Figure 1. Cells coloured by class.
Fill, decap, tap and diode cells in grey.
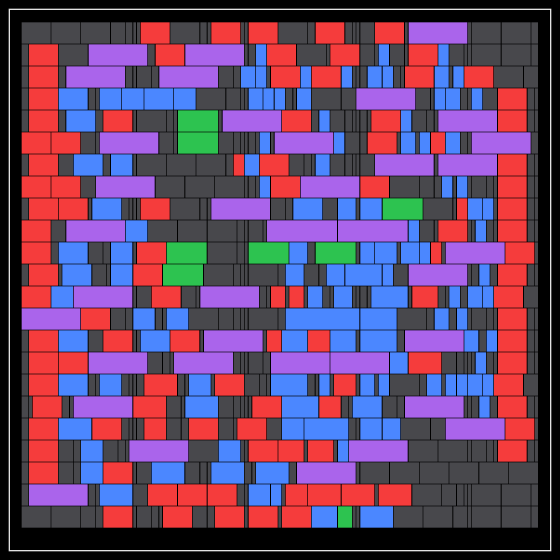
Figure 2. Clock routing.
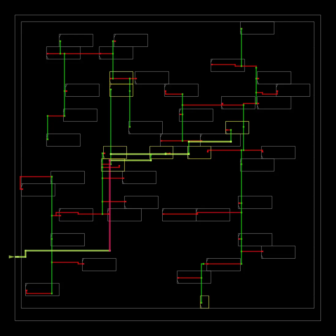
**config.mk**
```make
export PLATFORM = sky130hd
export DESIGN_NAME = mul_share_arbiter
export DESIGN_NICKNAME = d
export VERILOG_FILES = /design/src/rtl/mul_share_arbiter.sv
export SDC_FILE = /design/constraint.sdc
export NUM_CORES = 1
export LEC_CHECK = 0
export CORE_MARGIN = 1
export CORE_UTILIZATION = 37
export DETAILED_ROUTE_END_ITERATION = 10
export GPL_TIMING_DRIVEN = 0
export PLACE_DENSITY = 0.84
export SYNTH_ARGS = -nofsm -noshare
export SYNTH_HDL_FRONTEND = slang
export SYNTH_SLANG_ARGS = --single-unit
```
**constraint.sdc**
```tcl
create_clock -name clk -period 1.8 [get_ports clk]
set_input_delay 0.45 -clock clk [delete_from_list [all_inputs] [get_ports clk]]
set_output_delay 0.45 -clock clk [all_outputs]
set_load 0.03 [all_outputs]
```
**src/rtl/mul_share_arbiter.sv**
```systemverilog
// Round-robin front end that time-shares one start/done multiplier between NREQ requesters.
// Optional WAIT watchdog enabled by defining MUL_ARB_TIMEOUT_EN.
module mul_share_arbiter #(
  parameter int NREQ    = 2,
  parameter int W       = 8,
  parameter int RW      = 16,
  parameter int TIMEOUT = 31
) (
  input  logic              clk,
  input  logic              rst,
  input  logic [NREQ-1:0]   req_valid,
  input  logic [NREQ*W-1:0] req_a,
  input  logic [NREQ*W-1:0] req_b,
  output logic [NREQ-1:0]   req_ready,
  output logic [NREQ-1:0]   rsp_valid,
  output logic [RW-1:0]     rsp_result,
  output logic              rsp_err,
  output logic              mul_start,
  output logic [W-1:0]      mul_a,
  output logic [W-1:0]      mul_b,
  input  logic              mul_done,
  input  logic [RW-1:0]     mul_result
);

  localparam int PW = (NREQ > 1) ? $clog2(NREQ) : 1;

  typedef enum logic [1:0] {S_IDLE, S_ISSUE, S_WAIT, S_RESP} state_e;

  state_e          state_q, state_d;
  logic [PW-1:0]   ptr_q, ptr_d;
  logic [NREQ-1:0] owner_q, owner_d;
  logic [W-1:0]    a_q, a_d, b_q, b_d;
  logic [RW-1:0]   res_q, res_d;

  logic [NREQ-1:0] grant;
  logic [PW-1:0]   win_idx;
  logic            win_found;
  logic [W-1:0]    sel_a, sel_b;

`ifdef MUL_ARB_TIMEOUT_EN
  localparam int CW = $clog2(TIMEOUT + 1);
  logic [CW-1:0] cnt_q, cnt_d;
  logic          err_q, err_d;
`else
  logic unused_timeout;
  assign unused_timeout = (TIMEOUT > 0);
`endif

  // Two passes: indices at/above ptr first, then the wrapped ones below ptr.
  always_comb begin
    win_found = 1'b0;
    win_idx   = '0;
    for (int i = 0; i < NREQ; i++) begin
      if (!win_found && req_valid[i] && (i >= int'(ptr_q))) begin
        win_found = 1'b1;
        win_idx   = PW'(i);
      end
    end
    for (int i = 0; i < NREQ; i++) begin
      if (!win_found && req_valid[i] && (i < int'(ptr_q))) begin
        win_found = 1'b1;
        win_idx   = PW'(i);
      end
    end
  end

  always_comb begin
    grant = '0;
    sel_a = '0;
    sel_b = '0;
    for (int i = 0; i < NREQ; i++) begin
      grant[i] = win_found && (win_idx == PW'(i));
      if (grant[i]) begin
        sel_a = req_a[i*W +: W];
        sel_b = req_b[i*W +: W];
      end
    end
  end

  always_comb begin
    state_d = state_q;
    ptr_d   = ptr_q;
    owner_d = owner_q;
    a_d     = a_q;
    b_d     = b_q;
    res_d   = res_q;
`ifdef MUL_ARB_TIMEOUT_EN
    cnt_d   = cnt_q;
    err_d   = err_q;
`endif
    case (state_q)
      S_IDLE: begin
        if (win_found) begin
          a_d     = sel_a;
          b_d     = sel_b;
          owner_d = grant;
          ptr_d   = (int'(win_idx) == NREQ - 1) ? '0 : win_idx + 1'b1;
          state_d = S_ISSUE;
        end
      end
      S_ISSUE: begin
`ifdef MUL_ARB_TIMEOUT_EN
        cnt_d   = '0;
`endif
        state_d = S_WAIT;
      end
      S_WAIT: begin
        if (mul_done) begin
          res_d   = mul_result;
`ifdef MUL_ARB_TIMEOUT_EN
          err_d   = 1'b0;
`endif
          state_d = S_RESP;
        end
`ifdef MUL_ARB_TIMEOUT_EN
        // The TIMEOUT-th WAIT cycle without done aborts; done in that cycle still wins.
        else if (cnt_q == CW'(TIMEOUT - 1)) begin
          res_d   = '0;
          err_d   = 1'b1;
          state_d = S_RESP;
        end else begin
          cnt_d   = cnt_q + 1'b1;
        end
`endif
      end
      S_RESP:  state_d = S_IDLE;
      default: state_d = S_IDLE;
    endcase
  end

  always_ff @(posedge clk) begin
    if (rst) begin
      state_q <= S_IDLE;
      ptr_q   <= '0;
      owner_q <= '0;
      a_q     <= '0;
      b_q     <= '0;
      res_q   <= '0;
`ifdef MUL_ARB_TIMEOUT_EN
      cnt_q   <= '0;
      err_q   <= 1'b0;
`endif
    end else begin
      state_q <= state_d;
      ptr_q   <= ptr_d;
      owner_q <= owner_d;
      a_q     <= a_d;
      b_q     <= b_d;
      res_q   <= res_d;
`ifdef MUL_ARB_TIMEOUT_EN
      cnt_q   <= cnt_d;
      err_q   <= err_d;
`endif
    end
  end

  assign req_ready  = (state_q == S_IDLE) ? grant : '0;
  assign rsp_valid  = (state_q == S_RESP) ? owner_q : '0;
  assign mul_start  = (state_q == S_ISSUE);
  assign mul_a      = a_q;
  assign mul_b      = b_q;
  assign rsp_result = res_q;
`ifdef MUL_ARB_TIMEOUT_EN
  assign rsp_err    = err_q;
`else
  assign rsp_err    = 1'b0;
`endif

endmodule

```
==> run notes <==
fresh numbers from the pnr run: status completed, combinational gates 111, crit share post-route between 90 and 100%, switching share of power 36.16%, largest net degree at the start of global routing 12, critical path's top delay family flip-flops, R2R setup slack 0.18 ns, # Post-CTS Setup Buffers 1, count of cell types in the netlist 26, fin util about two thirds, Final nets around 320, antenna viol nets, final 0, Design Area, Final about 2700 µm², Int Power 0.002085 W, Adder Share, Synth 4.032%, clock group total power 0.000614 W, M1 GR Usage between 10% and 20%, Clock Pin Slew Worst Setup and Hold Paths 0.07 ns, final wirelength slightly below 4 mm, Top-area cell share 47.74%, pre-CTS setup slack -0.7418 ns, ys async rst share 0%, number of DRC markers in iteration 0 38, slack of the critical path between 0.03 and 0.04 ns, number of tapcells about 50, Hold Startpoint owner_q[0], Crit Path Class flop to primary output, most frequent cell after synthesis dfxtp_1, instance count on the critical path 5, Comb group roughly 0.0015 W, CTS tree yes, sequential group power between 0.001 and 0.0015 W, Cells after Synth 164, most common logic cells in the final layout clkdlybuf4s50_1 (82), dfxtp_1 (35), nand2_1 (34), a21oi_1 (19), nor3b_1 (16), Hold Buf Count CTS 0, Die Area between 4000 and 5000 µm²
## Picture notes: Figure 1
- blue: remaining logic cells (cells 116; share of their area 30%)
- red: remaining buffers and delay cells (cells 103; share of their area 38%)
- purple: registers (cells 37; share of their area 29%)
- green: clock drivers and dummy loads (cells 8; share of their area 3.9%)

## Picture notes: Figure 2
flop count: 37
clock tree sinks: 37
clk_lat worst skew: 0.27 ns
Max Clock Skew: 0.005620 ns
cts bufs inserted: 5

Power figures rest on the tool's default switching activity, not on a simulated workload.
